===== src/rtl/imem_pkg.sv =====
// Shared instruction-memory definitions: default geometry and the fetched
// {pc, instr} record passed from fetch to decode.
package imem_pkg;
   localparam int ADDR_WIDTH  = 10;
   localparam int DATA_WIDTH  = 32;
   localparam int INSTR_BYTES = 4;
   localparam logic [ADDR_WIDTH-1:0] RESET_PC = '0;

   typedef struct packed {
      logic [ADDR_WIDTH-1:0] pc;
      logic [DATA_WIDTH-1:0] instr;
   } fetch_entry_t;
endpackage


===== src/rtl/fetch_fifo.sv =====
// Small synchronous FIFO of fetch entries; flush clears it and wins over push.
module fetch_fifo
   import imem_pkg::*;
#(
   parameter int  DEPTH   = 2,
   parameter type ENTRY_T = fetch_entry_t,
   localparam int CW      = $clog2(DEPTH + 1),
   localparam int PW      = $clog2(DEPTH)
) (
   input  logic          clk_i,
   input  logic          rst_ni,
   input  logic          push,
   input  logic          pop,
   input  logic          flush,
   input  ENTRY_T        wdata,
   output ENTRY_T        head,
   output logic [CW-1:0] count
);
   ENTRY_T        mem [DEPTH];
   logic [PW-1:0] rd_ptr, wr_ptr;

   // Pointers wrap explicitly so DEPTH need not be a power of two.
   function automatic logic [PW-1:0] ptr_inc(input logic [PW-1:0] p);
      return (p == PW'(DEPTH - 1)) ? '0 : p + PW'(1);
   endfunction

   always_ff @(posedge clk_i) begin
      if (!rst_ni || flush) begin
         rd_ptr <= '0;
         wr_ptr <= '0;
         count  <= '0;
      end else begin
         if (push) wr_ptr <= ptr_inc(wr_ptr);
         if (pop)  rd_ptr <= ptr_inc(rd_ptr);
         count <= count + CW'(push) - CW'(pop);
      end
   end

   always_ff @(posedge clk_i) begin
      if (push && !flush) mem[wr_ptr] <= wdata;
   end

   assign head = mem[rd_ptr];
endmodule


===== src/rtl/imem_fetch_ctrl.sv =====
// Instruction-fetch sequencer: owns the fetch PC, tracks the one-cycle ROM
// latency and streams (pc, instr) pairs to decode through a small FIFO.
module imem_fetch_ctrl #(
   parameter int                    ADDR_WIDTH = imem_pkg::ADDR_WIDTH,
   parameter int                    DATA_WIDTH = imem_pkg::DATA_WIDTH,
   parameter logic [ADDR_WIDTH-1:0] RESET_PC   = imem_pkg::RESET_PC,
   parameter int                    FIFO_DEPTH = 2
) (
   input  logic                  clk_i,
   input  logic                  rst_ni,
   output logic [ADDR_WIDTH-1:0] imem_addr_o,
   input  logic [DATA_WIDTH-1:0] imem_data_i,
   input  logic                  redirect_i,
   input  logic [ADDR_WIDTH-1:0] redirect_pc_i,
   output logic                  valid_o,
   input  logic                  ready_i,
   output logic [DATA_WIDTH-1:0] instr_o,
   output logic [ADDR_WIDTH-1:0] pc_o
);
   localparam int CW = $clog2(FIFO_DEPTH + 1);
   localparam int SW = $clog2(FIFO_DEPTH) + 2;

   typedef struct packed {
      logic [ADDR_WIDTH-1:0] pc;
      logic [DATA_WIDTH-1:0] instr;
   } entry_t;

   logic [ADDR_WIDTH-1:0] fetch_pc, inflight_pc;
   logic                  inflight;
   logic [CW-1:0]         count;
   logic [SW-1:0]         occupancy;
   logic                  pop, push, issue;
   entry_t                head, wdata;

   assign valid_o = (count != '0);
   assign pop     = valid_o & ready_i;
   assign push    = inflight & ~redirect_i;

   // The in-flight word already owns a FIFO slot, so it counts toward fullness.
   assign occupancy = SW'(count) + SW'(inflight) - SW'(pop);
   assign issue     = ~redirect_i & (occupancy < SW'(FIFO_DEPTH));

   always_ff @(posedge clk_i) begin
      if (!rst_ni) begin
         fetch_pc    <= RESET_PC;
         inflight_pc <= RESET_PC;
         inflight    <= 1'b0;
      end else if (redirect_i) begin
         fetch_pc <= redirect_pc_i & ~ADDR_WIDTH'(imem_pkg::INSTR_BYTES - 1);
         inflight <= 1'b0;
      end else if (issue) begin
         inflight    <= 1'b1;
         inflight_pc <= fetch_pc;
         fetch_pc    <= fetch_pc + ADDR_WIDTH'(imem_pkg::INSTR_BYTES);
      end else begin
         inflight <= 1'b0;
      end
   end

   assign wdata = '{pc: inflight_pc, instr: imem_data_i};

   fetch_fifo #(
      .DEPTH   (FIFO_DEPTH),
      .ENTRY_T (entry_t)
   ) u_fifo (
      .clk_i  (clk_i),
      .rst_ni (rst_ni),
      .push   (push),
      .pop    (pop),
      .flush  (redirect_i),
      .wdata  (wdata),
      .head   (head),
      .count  (count)
   );

   assign imem_addr_o = fetch_pc;
   assign instr_o     = head.instr;
   assign pc_o        = head.pc;
endmodule


===== config.mk =====
export PLATFORM = sky130hd
export DESIGN_NAME = imem_fetch_ctrl
export DESIGN_NICKNAME = d
export VERILOG_FILES = /design/src/rtl/imem_pkg.sv /design/src/rtl/fetch_fifo.sv /design/src/rtl/imem_fetch_ctrl.sv
export SDC_FILE = /design/constraint.sdc
export NUM_CORES = 1
export LEC_CHECK = 0
export ABC_AREA = 1
export ABC_CLOCK_PERIOD_IN_PS = 3200
export CAP_MARGIN = 15
export CORE_ASPECT_RATIO = 1.1
export CORE_MARGIN = 2
export CORE_UTILIZATION = 46
export CTS_BUF_LIST = sky130_fd_sc_hd__clkbuf_8
export CTS_CLUSTER_DIAMETER = 80
export CTS_CLUSTER_SIZE = 12
export DETAILED_ROUTE_END_ITERATION = 12
export GPL_TIMING_DRIVEN = 0
export PLACE_DENSITY = 0.88
export SLEW_MARGIN = 20
export SYNTH_ARGS = -nofsm -noshare
export SYNTH_HDL_FRONTEND = slang
export SYNTH_SLANG_ARGS = --single-unit
export TNS_END_PERCENT = 5

===== constraint.sdc =====
create_clock -name clk_i -period 3.2 [get_ports clk_i]
set_input_delay 0.8 -clock clk_i [delete_from_list [all_inputs] [get_ports clk_i]]
set_output_delay 0.8 -clock clk_i [all_outputs]
set_load 0.1 [all_outputs]

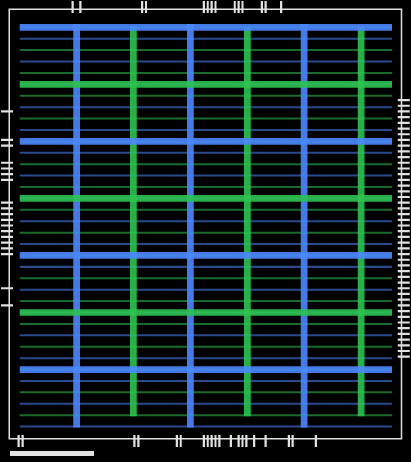
Fig. 1. Floorplan with the power grid (run 1).
The bar under the picture is 20 um long. Pins as bars on the die edge.
legend:
  VSS:
    colour: blue
  VDD:
    colour: green
met5 straps: 7
met4 straps: 6
signal pins: 99

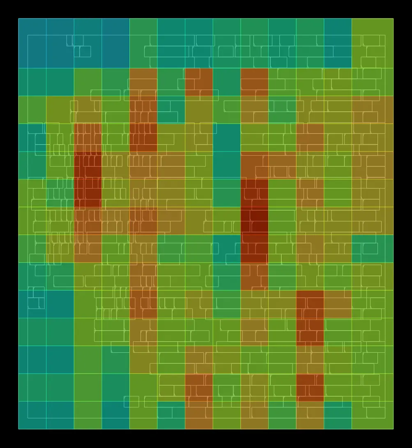
Fig. 2. Routing congestion map (run 1).
Global Route Usage Sum: 16.4%
GR met3 Demand/Resource: 3.61%
met2 demand-to-capacity share in global routing: 30.4%
met1 usage in global routing: 18.5%
WL per Instance: 15.3 um

==> Slide: Implementation Results, run 1 <==
Key Metrics from the Run

STA
  – Unrepaired setup endpoints after global routing: false
  – Final clock skew: 9.28 ps
  – Portion of the clock cycle consumed by the worst path in the final layout: 90.8%
  – Final hold slack: 467 ps
  – Minimum setup slack in the final design: 295 ps
  – Count of final setup violators: 0
  – Hold Vio Cnt, Final: 0
  – Slew at the pin closest to its max-slew limit: 1010 ps
  – Worst slew margin relative to its limit: 32.9%

Routing
  – Count of nets left with antenna violations after detail routing: 0
  – Sum of routed wire length over all layers: 7810 um
  – Count of routing violations after the opening detailed-route iteration: 82
  – Met2 routed WL: 4070 um
  – Topmost layer with routed signal wires: met4
  – Vias per Instance: 4.96
  – Amount of wire on met3 after detailed routing: 525 um
  – Drt first pass iters: 4

Setup path
  – Setup CP Type: reg2out
  – Highest cell delay on the worst timing path: 880 ps
  – Total buffers and inverters traversed by the critical path: 2
  – Launching element type of the critical path: flop
  – Crit path DRT: 2400 ps
  – Capture point of the critical path: pc_o[4]
  – Critical Path Stages: 3
  – Cell family contributing the most delay on the critical path: buffers and inverters
  – End of the worst register-to-register path: inflight_pc[2]
  – Worst Path Max Fanout: 10

Logic synthesis
  – Yosys cell count: 288
  – Synthesized cell area: 4020 um2
  – Cell type with the largest total area after synthesis: sky130_fd_sc_hd__edfxtp_1
  – Post-synthesis share of cell area spent on xor and xnor gates: 0.436%
  – Number of cells produced by synthesis: 288
  – Share of flip-flops with an asynchronous set or reset: 0%
  – And+or+nand+nor area frac: 10.0%
  – Yosys top cell by instances: sky130_fd_sc_hd__edfxtp_1
  – Ys flop type: sky130_fd_sc_hd__edfxtp_1
  – Post-synth regs: 102
  – Synth top area cells: sky130_fd_sc_hd__edfxtp_1 60%, sky130_fd_sc_hd__mux2_2 11%, sky130_fd_sc_hd__dfxtp_1 11%, sky130_fd_sc_hd__nand2_1 4.1%, sky130_fd_sc_hd__nor2_1 2.4%
  – Average instance area after synthesis: 14.0 um2
  – Top cell types by occurrence after synthesis: 80 x sky130_fd_sc_hd__edfxtp_1, 44 x sky130_fd_sc_hd__nand2_1, 40 x sky130_fd_sc_hd__mux2_2, 26 x sky130_fd_sc_hd__nor2_1, 22 x sky130_fd_sc_hd__dfxtp_1
  – Chip Area, Yosys: 4020 um2
  – And-or/or-and share of the synthesized area: 2.37%
  – Mux contribution to synthesized area: 11.2%
  – Post-synth seq share: 70.7%
  – Share of synthesized cell area in full adder, half adder and majority cells: 1.74%
  – Synth top area share: 59.8%
  – Count of library flops with an enable pin: 80

Placed design
  – HPWL after detailed placement: 5510 um
  – Post-DP Area: 5160 um2
  – # port buffers: 92
  – Placer's final routability congestion estimate: 0.903
  – Instance count after placement with tap cells included: 496

Power and ir drop
  – Leakage power figure: 2.26 nW
  – Power per standard cell area: 501 nW/um2
  – Power after layout: 2.71 mW

Cells and area
  – Tally of non-filler cells in the final layout: 512
  – Leading cell types in the layout, fill and taps excluded: 80 x sky130_fd_sc_hd__edfxtp_1, 52 x sky130_fd_sc_hd__clkdlybuf4s50_1, 44 x sky130_fd_sc_hd__nand2_1
  – Top cell excl fill/tap: sky130_fd_sc_hd__edfxtp_1
  – Diode insertion count for antenna repair: 0
  – Layout Cell Area excl Fill: 5410 um2
  – Final core utilization: 64.0%
  – Number of nets in the layout: 447

Worst hold path
  – Type of the most critical hold path: reg2reg
  – Origin of the worst min-delay path: inflight_pc[5]

Job
  – Max capacitance violation total: 0
  – Number of warnings in the stage logs: 30

Floorplanning
  – Area enclosed by the die boundary: 9500 um2
  – Core Density at Floorplan: 47.6%
  – Floorplan die width: 93.1 um
  – Core Rows: 35

Clock tree
  – TritonCTS clock tree: yes
  – # resized after CTS: 8
  – Total number of H-tree levels: 3
  – Register clock-pin slew on the reported worst setup and hold paths: 90 ps
  – Total clock buffers created by CTS: 9
  – Postcts setup bufs: 0
  – Clock tree sinks: 102

Global route
  – Number of antenna violations at the first check in global routing: 0
  – First-pass GRT wire length: 11900 um
  – Pin count of the biggest net entering global routing: 24
  – Number of global-route vias before repair: 2569

Run status
  – Outcome: complete, no violations
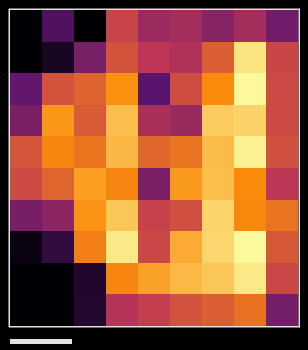
Fig. 3. Cell area per tile (run 1).
The bar under the picture is 20 um long. 9 x 10 tiles, from black (low) to pale yellow (high), 0 to 100% covered.
nearly empty tiles: 7.8%
fullest tile: 99%
mean over tiles: 56%
tiles over 75% full: 27%

run 1: sequential cells by signal (all words and copies together), names as in the netlist, named ones only:
register and cells:
imem_addr_o 8, inflight 1, inflight_pc 8, u_fifo.count 2
u_fifo.mem 80, u_fifo.rd_ptr 1, u_fifo.wr_ptr 1
run 1: area by class of cell:
cell class	count	area, um2
Multi-Input combinational cell	158	1070
Sequential cell	102	2840
Buffer	10	58.8
Clock inverter	7	55.1
Inverter	21	78.8
Clock buffer	9	124
Timing Repair Buffer	94	1050
Tap cell	111	139
Fill cell	621	3040
run 1: power by group:
group	switching, mW	internal [mW]	leakage, nW
registers	0.0269	1.48	0.911
logic	0.333	0.140	1.26
clock network	0.441	0.293	0.0887
total	0.801	1.91	2.26
Fig. 4: run 1, placed cells, one colour a class
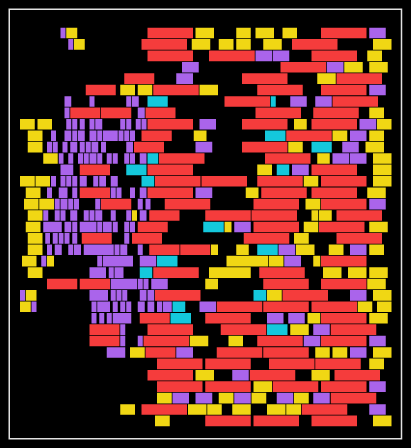

==> run 1 -> run 2 <==
- CELL_PAD_IN_SITES_DETAIL_PLACEMENT: not set -> 1
- CELL_PAD_IN_SITES_GLOBAL_PLACEMENT: not set -> 2
- CORE_UTILIZATION: 46 -> 31
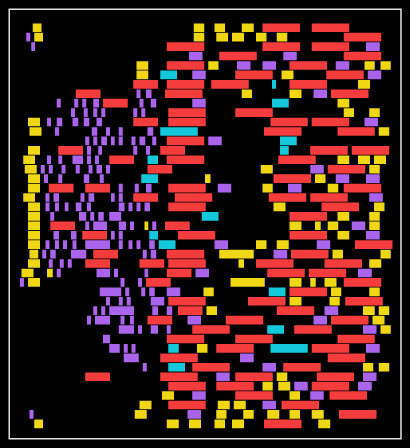
Fig. 5. Placed cells, one colour a class (run 2).
legend:
  clock drivers and dummy loads:
    colour: cyan
    cells: 16
  sequential cells:
    colour: red
    cells: 102
  remaining buffers and delay cells:
    colour: yellow
    cells: 104
  combinational and other logic:
    colour: purple
    cells: 179

==> run 2 against run 1 <==
Effect of this change: area after synthesis unchanged; cell count rose by 9.0%; die area increased by 46%; power is 5.2% higher; register-to-register slack about the same; worst setup slack worse by 56 ps; sequential share of layout area increased by 0.21 points; clock skew barely moved; core utilization decreased by 21 points; critical path depth did not move; sequential cell count stayed put; via count is 3.1% lower.
==> Slide: Implementation Results, run 2 <==
Key Metrics from the Run

Power and ir drop
  – Power after layout: 2.85 mW (+5.2%)
  – Clock Power Share: 31.1% (+4.0 points)
  – Power drawn by the sequential cells: 1.50 mW (about the same)
  – Register share of total power: 52.7% (-2.8 points)
  – Clk pwr: 0.885 mW (+21%)
  – Power per standard cell area: 529 nW/um2 (+5.6%)
  – Top power group: sequential cells
  – Design internal power: 2.05 mW (+7.4%)
  – Switching power share of the total: 28.1% (-1.5 points)

Setup path
  – Highest cell delay on the worst timing path: 880 ps (about the same)
  – Worst Path Max Fanout: 10 (unchanged)
  – Critical Path Stages: 3 (unchanged)
  – End of the worst register-to-register path: inflight_pc[3]
  – Setup CP Type: reg2out
  – Launching element type of the critical path: flop
  – Crit path DRT: 2400 ps (about the same)
  – Capture point of the critical path: pc_o[4]

STA
  – Hold Vio Cnt, Final: 0 (unchanged)
  – Final hold slack: 467 ps (+0.00400 ps)
  – Portion of the clock cycle consumed by the worst path in the final layout: 92.6% (+1.8 points)
  – Final clock skew: 9.11 ps (-0.180 ps)
  – Slew at the pin closest to its max-slew limit: 1010 ps (+0.316 ps)
  – Count of final setup violators: 0 (unchanged)
  – Minimum setup slack in the final design: 238 ps (-56.3 ps)
  – Worst slew margin relative to its limit: 32.9% (about the same)
  – Unrepaired setup endpoints after global routing: false

Placed design
  – HPWL after detailed placement: 6070 um (+10%)
  – # port buffers: 92 (unchanged)
  – Placer's final routability congestion estimate: 0.796 (-12%)
  – Post-DP Area: 5220 um2 (+1.1%)
  – Instance count after placement with tap cells included: 542 (+9.3%)

Cells and area
  – Final core utilization: 42.6% (-21 points)
  – Number of logic gates: 158 (unchanged)
  – Share of cell area taken by multi-input logic gates: 19.8% (+0.078 points)
  – Tally of non-filler cells in the final layout: 558 (+9.0%)
  – Clock-cell share of area: 4.09% (+0.78 points)
  – Sequential fraction of total cell area: 52.8% (+0.21 points)
  – Layout Cell Area excl Fill: 5390 um2 (-0.39%)
  – Number of fill cells: 1349 (+120%)
  – Diode insertion count for antenna repair: 0 (unchanged)
  – Count of buffers not belonging to the clock network in the layout: 104 (unchanged)
  – Clkbuf count: 9 (unchanged)
  – Combinational Area: 1070 um2 (unchanged)
  – Data-path buffer share of cell area in the final layout: 18.3% (-2.1 points)
  – Leading cell types in the layout, fill and taps excluded: 80 x sky130_fd_sc_hd__edfxtp_1, 52 x sky130_fd_sc_hd__clkdlybuf4s50_1, 44 x sky130_fd_sc_hd__nand2_1
  – Inverters: 21 (unchanged)
  – Number of nets in the layout: 447 (unchanged)

Clock tree
  – Clock tree sinks: 102 (unchanged)
  – Total clock buffers created by CTS: 9 (unchanged)
  – # resized after CTS: 40 (+32)
  – Register clock-pin slew on the reported worst setup and hold paths: 90 ps (about the same)
  – TritonCTS clock tree: yes
  – Postcts setup bufs: 0 (unchanged)

Global route
  – Number of global-route vias before repair: 2605 (+1.4%)
  – Global Route Usage Sum: 12.5% (-3.9 points)
  – Met1 usage in global routing: 15.8% (-2.7 points)
  – Pin count of the biggest net entering global routing: 24 (unchanged)
  – Met2 demand-to-capacity share in global routing: 21.0% (-9.3 points)

Worst hold path
  – Origin of the worst min-delay path: inflight_pc[2]
  – Type of the most critical hold path: reg2reg

Logic synthesis
  – Synth top area cells: sky130_fd_sc_hd__edfxtp_1 60%, sky130_fd_sc_hd__mux2_2 11%, sky130_fd_sc_hd__dfxtp_1 11%, sky130_fd_sc_hd__nand2_1 4.1%, sky130_fd_sc_hd__nor2_1 2.4%
  – Ys flop type: sky130_fd_sc_hd__edfxtp_1
  – Synth top area share: 59.8% (unchanged)
  – Count of library flops with an enable pin: 80 (unchanged)
  – Post-synth regs: 102 (unchanged)
  – Post-synth seq share: 70.7% (unchanged)
  – Cell type with the largest total area after synthesis: sky130_fd_sc_hd__edfxtp_1
  – Synthesized cell area: 4020 um2 (unchanged)
  – Yosys cell count: 288 (unchanged)
  – Chip Area, Yosys: 4020 um2 (unchanged)

Routing
  – Count of routing violations after the opening detailed-route iteration: 87 (+6.1%)
  – Vias per Instance: 4.41 (-11%)
  – Met2 routed WL: 4090 um (+0.37%)
  – Amount of wire on met3 after detailed routing: 359 um (-32%)

Run status
  – Outcome: complete, no violations

Floorplanning
  – Number of tap cells added at floorplan: 157 (+41%)
  – Core Density at Floorplan: 31.8% (-16 points)
  – Floorplan die width: 113 um (+21%)

Job
  – Number of warnings in the stage logs: 30 (unchanged)
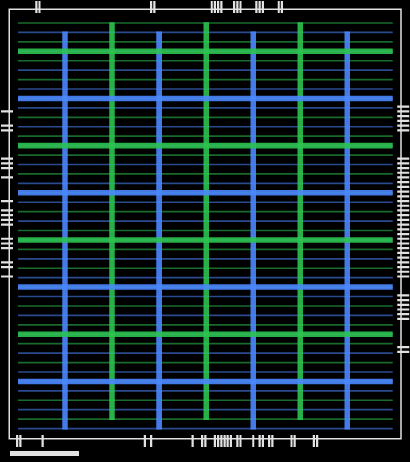
Fig. 6. Floorplan with the power grid (run 2).
The bar under the picture is 20 um long. Pins as bars on the die edge.
legend:
  VSS:
    colour: blue
  VDD:
    colour: green
met5 straps: 8
met1 rails: 44
signal pins: 99

[run 2: cell types whose count changed in the layout (fill, tap and decap cells not counted)]
| cell | change |
|---|---|
| sky130_fd_sc_hd__inv_6 | -2 |
| sky130_fd_sc_hd__dlygate4sd2_1 | +32 |
| sky130_fd_sc_hd__clkinv_4 | -1 |
| sky130_fd_sc_hd__dlymetal6s2s_1 | -32 |
| sky130_fd_sc_hd__clkinvlp_4 | +1 |
| sky130_fd_sc_hd__bufinv_16 | +2 |
[run 2: kinds of logic after synthesis]
group	Yosys count	share of synthesized area, %
mux	40	11.2
simple gates	88	10.0
other cells	1	0.0933
compound gates	19	2.37
flops	102	70.7
xor+xnor	2	0.436
buf+inv	31	3.42
fa+ha+maj	5	1.74
Power and IR drop assume default switching activity.
